<file path="src/rtl/aes_byte_frontend.sv">
// -----------------------------------------------------------------------------
// aes_byte_frontend
//
// Byte-serial front end for a single-block AES core. Thirty-two bytes are
// collected MSB-first: the first sixteen form the key, the next sixteen the
// plaintext. The block then pulses the core's reset/start for one cycle,
// releases it, and waits (bounded) for the core to finish. The ciphertext is
// registered and offered downstream with a valid/ready handshake. A core that
// never finishes raises a sticky error flag and the block returns to loading.
//
// Ports
//   clk         in   1    clock, rising edge
//   rst         in   1    asynchronous reset, active low
//   in_byte     in   8    serial input byte
//   in_valid    in   1    in_byte valid this cycle
//   in_ready    out  1    block accepts a byte this cycle (LOAD state)
//   core_key    out  128  key to the AES core
//   core_data   out  128  plaintext to the AES core
//   core_rst    out  1    active-high reset/start to the core, low only in RUN
//   core_ready  in   1    core done flag, held until the core is reset
//   core_out    in   128  core ciphertext, valid while core_ready=1
//   ct_data     out  128  registered ciphertext
//   ct_valid    out  1    ct_data valid
//   ct_ready    in   1    downstream accepts ct_data
//   err         out  1    sticky core-timeout flag
//
// Parameters
//   TIMEOUT_CYC  RUN cycles to wait for core_ready before giving up (16..65535)
// -----------------------------------------------------------------------------
module aes_byte_frontend #(
  parameter int TIMEOUT_CYC = 255
) (
  input  logic         clk,
  input  logic         rst,
  input  logic [7:0]   in_byte,
  input  logic         in_valid,
  output logic         in_ready,
  output logic [127:0] core_key,
  output logic [127:0] core_data,
  output logic         core_rst,
  input  logic         core_ready,
  input  logic [127:0] core_out,
  output logic [127:0] ct_data,
  output logic         ct_valid,
  input  logic         ct_ready,
  output logic         err
);

  typedef enum logic [1:0] {
    LOAD = 2'd0,
    KICK = 2'd1,
    RUN  = 2'd2,
    DONE = 2'd3
  } state_t;

  // The wait counter starts at 0 on the first RUN cycle, so the block gives up
  // on the edge that would move it to TIMEOUT_CYC: RUN lasts TIMEOUT_CYC cycles.
  localparam logic [15:0] LP_WAIT_LAST = 16'(TIMEOUT_CYC - 1);

  state_t         r_state;
  state_t         w_state_next;
  logic [4:0]     r_byte_cnt;
  logic [15:0]    r_wait_cnt;
  logic [127:0]   r_key;
  logic [127:0]   r_data;
  logic [127:0]   r_ct;
  logic           r_ct_valid;
  logic           r_err;

  logic           w_accept;
  logic           w_last_byte;
  logic           w_capture;
  logic           w_timeout;
  logic           w_handshake;

  assign w_accept    = in_valid && in_ready;
  assign w_last_byte = (r_byte_cnt == 5'd31);
  assign w_capture   = (r_state == RUN) && core_ready;
  assign w_timeout   = (r_state == RUN) && !core_ready && (r_wait_cnt == LP_WAIT_LAST);
  // DONE always has ct_valid set, so ct_ready only matters while a result is held.
  assign w_handshake = (r_state == DONE) && ct_ready;

  // ---------------------------------------------------------------------------
  // State register
  // ---------------------------------------------------------------------------
  // NOTE: sequential state uses non-blocking assignments so every register
  // samples pre-edge values, independent of the order blocks are evaluated.
  always_ff @(posedge clk or negedge rst) begin
    if (!rst) begin
      r_state <= LOAD;
    end else begin
      r_state <= w_state_next;
    end
  end

  // ---------------------------------------------------------------------------
  // Next-state logic
  // ---------------------------------------------------------------------------
  // NOTE: the default assignment first means every path drives w_state_next,
  // so no latch is inferred when a branch below forgets it.
  always_comb begin
    w_state_next = r_state;
    unique case (r_state)
      LOAD: if (w_accept && w_last_byte) w_state_next = KICK;
      KICK: w_state_next = RUN;
      RUN: begin
        if (core_ready) begin
          w_state_next = DONE;
        end else if (w_timeout) begin
          w_state_next = LOAD;
        end
      end
      DONE: if (ct_ready) w_state_next = LOAD;
      default: w_state_next = LOAD;
    endcase
  end

  // ---------------------------------------------------------------------------
  // Byte collection: key then plaintext, shifted in MSB-first
  // ---------------------------------------------------------------------------
  always_ff @(posedge clk or negedge rst) begin
    if (!rst) begin
      r_byte_cnt <= '0;
      r_key      <= '0;
      r_data     <= '0;
    end else if (w_accept) begin
      // Counter wraps from 31 to 0 naturally; only accepted bytes advance it.
      r_byte_cnt <= r_byte_cnt + 5'd1;
      if (!r_byte_cnt[4]) begin
        r_key  <= {r_key[119:0], in_byte};
      end else begin
        r_data <= {r_data[119:0], in_byte};
      end
    end
  end

  // ---------------------------------------------------------------------------
  // Core wait counter: zero outside RUN, counts up while RUN waits
  // ---------------------------------------------------------------------------
  always_ff @(posedge clk or negedge rst) begin
    if (!rst) begin
      r_wait_cnt <= '0;
    end else if (r_state == RUN && !core_ready && !w_timeout) begin
      r_wait_cnt <= r_wait_cnt + 16'd1;
    end else begin
      r_wait_cnt <= '0;
    end
  end

  // ---------------------------------------------------------------------------
  // Result register, handshake and sticky error
  // ---------------------------------------------------------------------------
  always_ff @(posedge clk or negedge rst) begin
    if (!rst) begin
      r_ct       <= '0;
      r_ct_valid <= 1'b0;
      r_err      <= 1'b0;
    end else begin
      if (w_capture) begin
        r_ct       <= core_out;
        r_ct_valid <= 1'b1;
      end else if (w_handshake) begin
        r_ct_valid <= 1'b0;
      end
      if (w_timeout) begin
        r_err <= 1'b1;
      end
    end
  end

  // ---------------------------------------------------------------------------
  // Outputs
  // ---------------------------------------------------------------------------
  // Gating with rst keeps in_ready low while reset is held, even though the
  // state register already reads LOAD.
  assign in_ready  = (r_state == LOAD) && rst;
  assign core_rst  = (r_state != RUN);
  assign core_key  = r_key;
  assign core_data = r_data;
  assign ct_data   = r_ct;
  assign ct_valid  = r_ct_valid;
  assign err       = r_err;

endmodule
</file>
<file path="config.mk">
export PLATFORM = sky130hd
export DESIGN_NAME = aes_byte_frontend
export DESIGN_NICKNAME = d
export VERILOG_FILES = /design/src/rtl/aes_byte_frontend.sv
export SDC_FILE = /design/constraint.sdc
export NUM_CORES = 1
export LEC_CHECK = 0
export CAP_MARGIN = 5
export CORE_AREA = 2 2 204 206
export DETAILED_ROUTE_END_ITERATION = 10
export DIE_AREA = 0 0 206 208
export DONT_BUFFER_PORTS = 1
export GPL_TIMING_DRIVEN = 0
export PLACE_DENSITY = 0.56
export SYNTH_ARGS = -nofsm -noshare
export SYNTH_HDL_FRONTEND = slang
export SYNTH_SLANG_ARGS = --single-unit
</file>
<file path="constraint.sdc">
create_clock -name clk -period 2.1 [get_ports clk]
set_input_delay 0.315 -clock clk [delete_from_list [all_inputs] [get_ports clk]]
set_output_delay 0.315 -clock clk [all_outputs]
set_load 0.1 [all_outputs]
</file>
Fig. 1: run 1, pin map
Pins as bars across the die edge, other pins in grey.
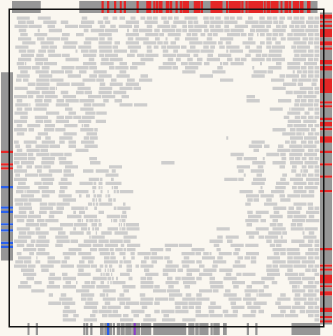
colour	port	pins	direction	edge
red	ct_data	128	output	76 north, 49 east, 3 west
purple	in_ready	1	output	south
blue	in_byte	8	input	7 west, 1 south
all pins by edge	190 north, 151 east, 97 south, 91 west
count of buffers from port buffering: 0
Chip Height: 208 um
die extent in x: 206 um

Fig. 2: run 1, gate-type map
Scale bar: 50 um.
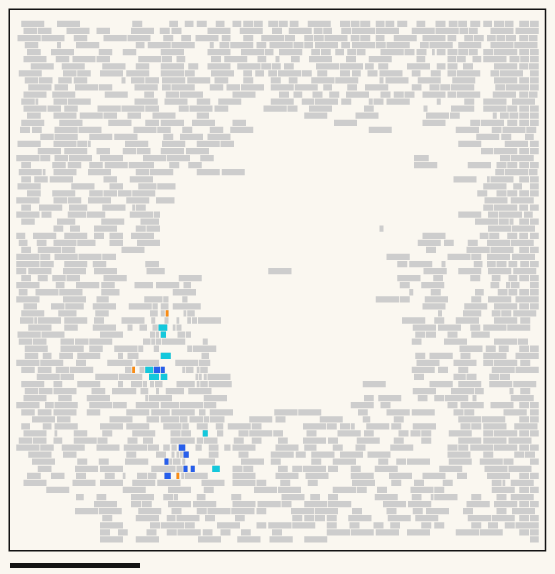
colour	family	cells
blue	aoi and oai cells	8
orange	inv cells	3
cyan	and/or cells	8
Top cell excl fill/tap: dfrtp_1
non-filler cells, final: 1696
Comb/total area: 0.269

==> out/qor.txt, run 1 <==
Status = finished with violations
Violated checks = hold timing, setup timing
Final hold vios = 409
CTS H-tree depth = 2
Resize count post-CTS = 98
Cts hold-fix bufs = 138
EDFF count, synth = 0
First-pass GRT wire length = 60.1 mm
Mux share = 0.281
Flop2flop setup slack = -0.59 ns
Yosys stat chip area = 15500 um2
Setup Viol. Count Final = 263
GRT Total Usage = 0.186
Global route hottest layer = met2
Initial DRC Count = 352
RSZ-0062 raised after global routing = yes
Initial antenna violation count = 0
Hold WS = -0.534 ns
Setup_tns = -142.95 ns
Fillers = 3377
Slew @ Worst Pin = 1.11 ns
IO Pins = 529
Fraction of layout cells with a size suffix above 1 = 0.462
#MultiIn Comb = 474
Synth cell types = 37
Fp util = 0.382
Period utilisation layout = 1.28
Final worst slack = -0.591 ns
Largest cell class = flip-flops and latches
Fig. 3: run 1, sequential cells coloured by netlist name
Other sequential cells in the stronger grey, the rest of the logic in the fainter grey.
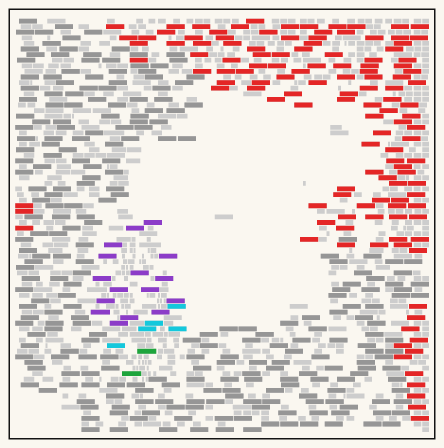
colour	name in the netlist	placed flops
cyan	r_byte_cnt	5
purple	r_wait_cnt	16
green	r_state	2
red	ct_data	128

-- run 1: path summary, 6_finish.rpt --
path,start,end,cells after the start
hold / removal,rst,core_data[1],0
setup reg to reg,r_state[1],core_key[41],7
hold reg to reg,r_byte_cnt[3],r_byte_cnt[3],1
min in group clk,in_valid,r_byte_cnt[2],5
max in group asynchronous,rst,ct_data[72],0
setup / recovery,r_state[1],core_key[41],7
-- run 1: critical path, delay by kind of cell (launching register included) --
kind	cells	cell delay [ns]
buffers and inverters	3	0.42
multiplexers	1	0.33
AND/OR/NAND/NOR	3	1.39
flip-flops	1	0.42
--- run 2 (diff from run 1) ---
HOLD_SLACK_MARGIN = 0.05   (was not set)
Fig. 4: run 2, clock routing
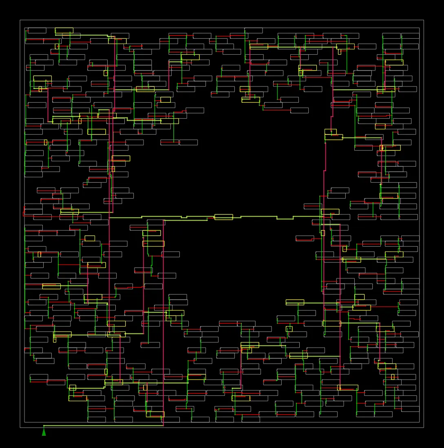
clock buffer count: 64
Flops: 409

Fig. 5: run 2, wiring by layer
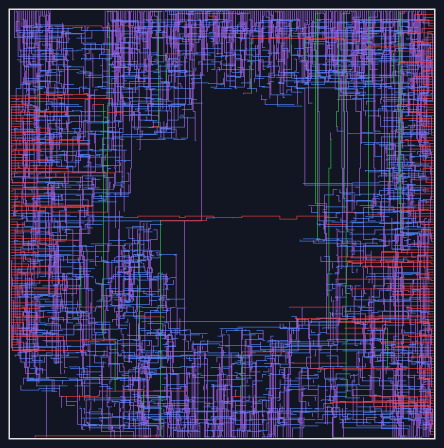
colour	layer	wire length
green	metal 4	1450 um
blue	metal 1	15000 um
purple	metal 2	20.9 mm
red	metal 3	4110 um
Avg WL per Cell: 24.4 um
GRT Total Usage: 0.186
vias: 8571
final WL: 41.4 mm

==> out/qor.txt, run 2 <==
Flop2flop setup slack = -0.59 ns
Top cell excl fill/tap = dfrtp_1
Crit path cell chain = nor3b_4, and2_4, nor2b_4, buf_12, buf_12, buf_12, mux2_2
CTS tree = done
Count of buffers from port buffering = 0
Comb/total area = 0.269
Setup Viol. Count Final = 263
First-pass GRT wire length = 60.1 mm
TAP cells = 532
IO Pins = 529
CP Buf/Inv Count = 3
Synth cell types = 37
Fillers = 3377
Chip Height = 208 um
Mux share = 0.281
Violated checks = hold timing, setup timing
Final worst slack = -0.591 ns
RSZ-0062 raised after global routing = yes
CTS H-tree depth = 2
Final hold vios = 409
Worst flop-to-flop path endpoint = core_key[41]
Hold WS = -0.534 ns
EDFF count, synth = 0
Status = finished with violations
Worst reg2reg path startpoint = r_state[1]
Fraction of layout cells with a size suffix above 1 = 0.462
Non-filler cells, final = 1696
Initial antenna violation count = 0
Slew @ Worst Pin = 1.11 ns
Global route hottest layer = met2
Largest cell class = flip-flops and latches
#MultiIn Comb = 474
Initial DRC Count = 352
R2R cell count = 7
Period utilisation layout = 1.28
[run 2: worst max path at each step]
| stage | startpoint | endpoint | slack (ns) | depth (start not counted) |
|---|---|---|---|---|
| 2_1_floorplan | r_state[1] | core_key[10] | -0.50 | 7 |
| 3_3_place_gp | r_state[1] | core_key[127] | -0.76 | 7 |
| 3_5_place_dp | r_state[1] | core_key[126] | -0.77 | 7 |
| 4_1_cts | r_state[0] | core_key[48] | -0.65 | 8 |
| 5_1_grt | r_state[1] | core_key[49] | -0.64 | 7 |
| 6_report | r_state[1] | core_key[41] | -0.59 | 7 |
[run 2: timing repair]
action	CTS	global route
pin swaps	2	4
buffers inserted	7	7
endpoints found under the hold margin	563	409
gates cloned	3	7
gates resized	98	58
setup endpoints to repair	401	409
--- run 3 (diff from run 2) ---
CORE_AREA = 4 4 206 208   (was 2 2 204 206)
CTS_BUF_LIST = sky130_fd_sc_hd__clkbuf_8 sky130_fd_sc_hd__clkbuf_16   (was not set)
DIE_AREA = 0 0 210 212   (was 0 0 206 208)
TNS_END_PERCENT = 5   (was not set)
Fig. 6: run 3, gate-type map
Scale bar: 50 um.
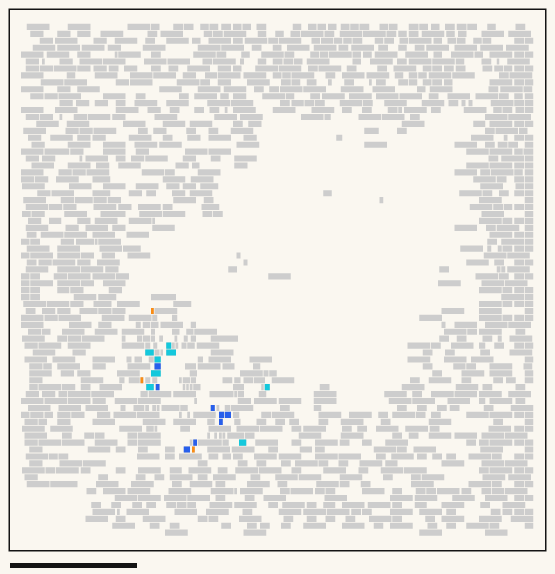
colour	family	cells
orange	inv cells	3
cyan	and/or cells	8
blue	aoi and oai cells	8

==> out/qor.txt, run 3 <==
Non-filler cells, final = 1695
CP Buf/Inv Count = 3
CP startpoint = r_state[1]
Period utilisation layout = 1.32
Crit path cell chain = nor3b_4, and2_4, nor2b_4, buf_6, buf_12, clkbuf_16, mux2_4
Vias = 8550
Setup Viol. Count Final = 262
Violated checks = hold timing, setup timing
Setup crit end = core_key[6]
Fraction of layout cells with a size suffix above 1 = 0.457
Die extent in x = 210 um
R2R cell count = 7
# Post-CTS Setup Buffers = 5
Hold WS = -0.519 ns
Final worst slack = -0.663 ns
Worst path depth = 7
Setup_tns = -148.40 ns
CTS tree = done
Final hold vios = 409
Worst reg2reg path startpoint = r_state[1]
Initial DRC Count = 419
IO Pins = 529
Status = finished with violations
Fig. 7: run 3, wiring by layer
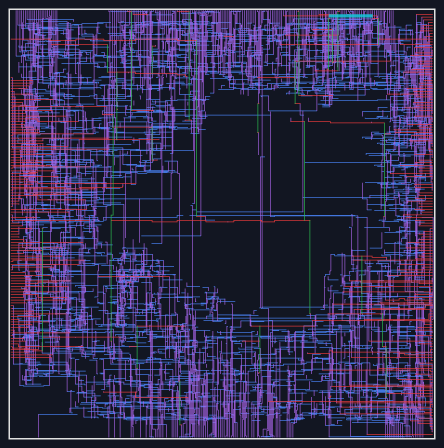
colour	layer	wire length
red	metal 3	4700 um
blue	metal 1	15100 um
green	metal 4	878 um
cyan	metal 5	20.2 um
purple	metal 2	21.4 mm

## run 3: area by class of cell
cell class | count | area, um2
repair buffers | 152 | 1660
fillers | 3381 | 20600
multi-input cells | 474 | 5360
diodes | 2 | 5.00
plain buffers | 43 | 507
flip-flops and latches | 409 | 10200
clock inverters | 21 | 159
well taps | 532 | 666
inverters | 3 | 11.3
clock buffers | 59 | 1330
## run 3: cells by family after synthesis
kind of cell    Yosys count  share of synthesized area
buf+inv                  47                     0.0208
xor+xnor                 16                    0.00904
mux                     386                      0.281
flops                   409                      0.660
simple gates             60                     0.0228
compound gates            8                    0.00315
fa+ha+maj                 4                    0.00323
## run 3: routing by layer
layer / track usage / vias up
met3: 0.0866 / 60
met5: 0 / -
li1: - / 3688
met1: 0.192 / 4430
met4: 0.0560 / 2
met2: 0.306 / 370
